Figure 1. Met1 routing.
Supply wires on this layer in gray.
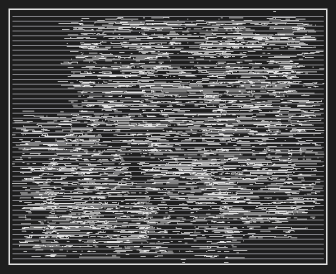
Figure 2. Met2 routing.
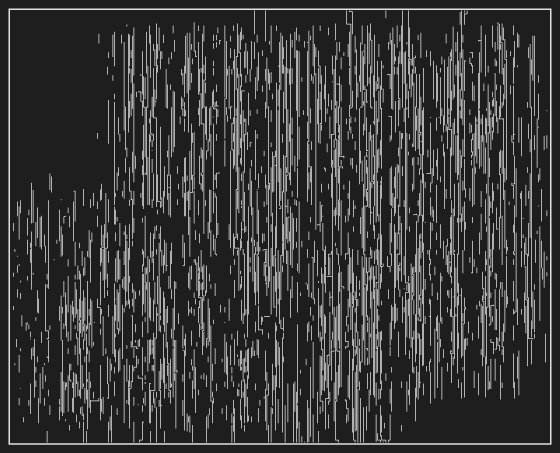
==> src/rtl/vga_pixel_pipe.sv <==
// Pixel stage behind the VGA timing controller: framebuffer fetch, palette lookup,
// 8x8 cursor overlay and sync delay, all aligned to a 3-cycle pipeline.
module vga_pixel_pipe #(
    parameter logic [9:0]  HACTIVE   = 10'd640,
    parameter logic [9:0]  VACTIVE   = 10'd480,
    parameter int          ADDR_W    = 15,
    parameter logic [10:0] CURSOR_SZ = 11'd8
) (
    input  logic              vgaclk,
    input  logic              reset,
    input  logic [9:0]        x,
    input  logic [9:0]        y,
    input  logic              hsync_in,
    input  logic              vsync_in,
    output logic [ADDR_W-1:0] fb_addr,
    input  logic [3:0]        fb_rdata,
    input  logic              pal_we,
    input  logic [3:0]        pal_waddr,
    input  logic [11:0]       pal_wdata,
    input  logic              cursor_en,
    input  logic [9:0]        cursor_x,
    input  logic [9:0]        cursor_y,
    output logic              hsync,
    output logic              vsync,
    output logic [3:0]        r,
    output logic [3:0]        g,
    output logic [3:0]        b,
    output logic              frame_start
);

    logic              in_active;
    logic              in_hit;
    logic              in_first;
    logic              shadow_load;
    logic [ADDR_W-1:0] row;
    logic [ADDR_W-1:0] addr_calc;
    logic [10:0]       x_w, y_w, cx_w, cy_w;

    logic              cur_en_s;
    logic [9:0]        cur_x_s, cur_y_s;

    logic              s1_active, s1_hit, s1_hs, s1_vs, s1_first;
    logic              s2_active, s2_hit, s2_hs, s2_vs, s2_first;
    logic [11:0]       rgb_q;
    logic [11:0]       palette [16];

    assign in_active   = (x < HACTIVE) && (y < VACTIVE);
    assign in_first    = (x == 10'd0) && (y == 10'd0);
    assign shadow_load = (x == 10'd0) && (y == VACTIVE);

    // Row * 160 as (row*128 + row*32); only meaningful inside the visible area.
    assign row       = ADDR_W'(y[9:2]);
    assign addr_calc = (row << 7) + (row << 5) + ADDR_W'(x[9:2]);

    // 11-bit compare so a cursor near x/y = 1023 cannot wrap back onto column/row 0.
    assign x_w    = {1'b0, x};
    assign y_w    = {1'b0, y};
    assign cx_w   = {1'b0, cur_x_s};
    assign cy_w   = {1'b0, cur_y_s};
    assign in_hit = cur_en_s
                  && (x_w >= cx_w) && (x_w < cx_w + CURSOR_SZ)
                  && (y_w >= cy_w) && (y_w < cy_w + CURSOR_SZ);

    // Cursor settings are sampled once per frame at the start of vertical blank.
    always_ff @(posedge vgaclk or posedge reset) begin
        if (reset) begin
            cur_en_s <= 1'b0;
            cur_x_s  <= 10'd0;
            cur_y_s  <= 10'd0;
        end else if (shadow_load) begin
            cur_en_s <= cursor_en;
            cur_x_s  <= cursor_x;
            cur_y_s  <= cursor_y;
        end
    end

    always_ff @(posedge vgaclk or posedge reset) begin
        if (reset) begin
            fb_addr   <= '0;
            s1_active <= 1'b0;
            s1_hit    <= 1'b0;
            s1_hs     <= 1'b1;
            s1_vs     <= 1'b1;
            s1_first  <= 1'b0;
            s2_active <= 1'b0;
            s2_hit    <= 1'b0;
            s2_hs     <= 1'b1;
            s2_vs     <= 1'b1;
            s2_first  <= 1'b0;
        end else begin
            fb_addr   <= in_active ? addr_calc : '0;
            s1_active <= in_active;
            s1_hit    <= in_hit;
            s1_hs     <= hsync_in;
            s1_vs     <= vsync_in;
            s1_first  <= in_first;
            s2_active <= s1_active;
            s2_hit    <= s1_hit;
            s2_hs     <= s1_hs;
            s2_vs     <= s1_vs;
            s2_first  <= s1_first;
        end
    end

    // A lookup on the same edge as a write to that entry sees the old colour.
    always_ff @(posedge vgaclk or posedge reset) begin
        if (reset) begin
            for (int i = 0; i < 16; i++) begin
                palette[i] <= {3{4'(i)}};
            end
        end else if (pal_we) begin
            palette[pal_waddr] <= pal_wdata;
        end
    end

    always_ff @(posedge vgaclk or posedge reset) begin
        if (reset) begin
            rgb_q       <= 12'h000;
            hsync       <= 1'b1;
            vsync       <= 1'b1;
            frame_start <= 1'b0;
        end else begin
            if (!s2_active) begin
                rgb_q <= 12'h000;
            end else if (s2_hit) begin
                rgb_q <= 12'hFFF;
            end else begin
                rgb_q <= palette[fb_rdata];
            end
            hsync       <= s2_hs;
            vsync       <= s2_vs;
            frame_start <= s2_first;
        end
    end

    assign r = rgb_q[11:8];
    assign g = rgb_q[7:4];
    assign b = rgb_q[3:0];

endmodule

==> config.mk <==
export PLATFORM = sky130hd
export DESIGN_NAME = vga_pixel_pipe
export DESIGN_NICKNAME = d
export VERILOG_FILES = /design/src/rtl/vga_pixel_pipe.sv
export SDC_FILE = /design/constraint.sdc
export NUM_CORES = 1
export LEC_CHECK = 0
export CELL_PAD_IN_SITES_DETAIL_PLACEMENT = 1
export CELL_PAD_IN_SITES_GLOBAL_PLACEMENT = 1
export CORE_ASPECT_RATIO = 0.8
export CORE_UTILIZATION = 50
export CTS_BUF_LIST = sky130_fd_sc_hd__clkbuf_4
export DETAILED_ROUTE_END_ITERATION = 8
export PLACE_DENSITY = 0.81
export SLEW_MARGIN = 20
export SYNTH_ARGS = -nofsm -noshare
export SYNTH_HDL_FRONTEND = slang
export SYNTH_SLANG_ARGS = --single-unit
export TNS_END_PERCENT = 1
==> constraint.sdc <==
create_clock -name vgaclk -period 20.8 [get_ports vgaclk]
set_input_delay 5.2 -clock vgaclk [delete_from_list [all_inputs] [get_ports vgaclk]]
set_output_delay 5.2 -clock vgaclk [all_outputs]
set_load 0.005 [all_outputs]
==> Slide: Implementation Results <==
Run Summary

Drt
  • Routed vias/inst: 5.61
  • Drt initial violations: 272
  • Residual DRC count: 0

Setup path
  • Reg2reg start: cur_y_s[3]
  • Critical path startpoint: y[4]
  • CP arrival: 7.92 ns
  • Crit. End Element: register
  • Most used cell, CP: inv_1
  • Setup crit end: fb_addr[13]
  • Critical path type: input pin to register

Placed design
  • Routability Congestion: 0.780
  • Worst slack, placed: 12.75 ns
  • Port-buffer cells: 95

Cells and area
  • Finished layout cell area: 0.0144 mm2
  • P&R area growth vs syn: 16.8%
  • Dominant logic cell types in the final layout: mux2_2, dfrtp_1, clkbuf_4
  • Nets@finish: 1122
  • Max reg flops: 192
  • Fillcell total: 2318

Pwr
  • LEAKAGE: 0.00628 uW
  • Power Total: 1350 uW
  • Sequential power: 663 uW

Yosys
  • Count leader, synth: mux2_2
  • Number of enable flip-flop cells: 0
  • Dominant kind of combinational cell: multiplexers
  • Adder share: 5.51%
  • Syn Inst Count: 878
  • Top cells, area: dfrtp_1, dfstp_2, mux2_2
  • # Cells Yosys: 878
  • Async SR Flop Fraction: 100%
  • Yosys warning tally: 0
  • Top cell area share: 30.7%
  • Synth Cell Area: 0.0123 mm2
  • MUX share of area: 29.2%

Run status
  • Status: complete, no violations

STA
  • Setup Skew: 0.0371 ns
  • Setup TNS: 0 ns
  • Final Hold Fails: 0

CTS
  • Hold-fix buffers, CTS: 0
  • Root Driver: clkbuf_4
  • Clk slew on worst S/H paths: 0.06 ns
  • Post-CTS Setup Bufs: 0
  • H-tree Lvls: 3

Min path
  • HP Start: s2_hs

GRT
  • Initial antenna violation count: 3
-- Figure 1 (at the start) --
longest straight run: 58.4 um
wire length on this layer: 13500 um
nets with wire on the layer: 1032
share of all routed wire: 46%
GR Layer Usage met1: 33.1%
final WL: 29300 um
via count: 7666

-- Figure 2 (at the start) --
share of all routed wire: 48%
wire length on this layer: 14200 um
main direction: vertical
GR met2 Demand/Resource: 39.9%

-- layout make-up --
type                            instances  area share [%]
Antenna cell                            2          0.0348
Clock buffer                          111            5.80
Clock inverter                          8           0.418
Inverter                               35           0.966
Multi-Input combinational cell        541            38.1
Sequential cell                       253            44.9
Tap cell                              312            2.72
Timing Repair Buffer                  105            7.08
-- layer usage --
| metal | vias to the layer above | global-route usage (%) | routed length (um) |
|---|---|---|---|
| met3 | 44 | 5.50 | 1130 |
| met5 | - | 0 | 15 |
| met4 | 2 | 8.41 | 587 |
| li1 | 3469 | - | - |
| met1 | 4007 | 33.1 | 13500 |
| met2 | 144 | 39.9 | 14200 |
Power figures rest on the tool's default switching activity, not on a simulated workload.
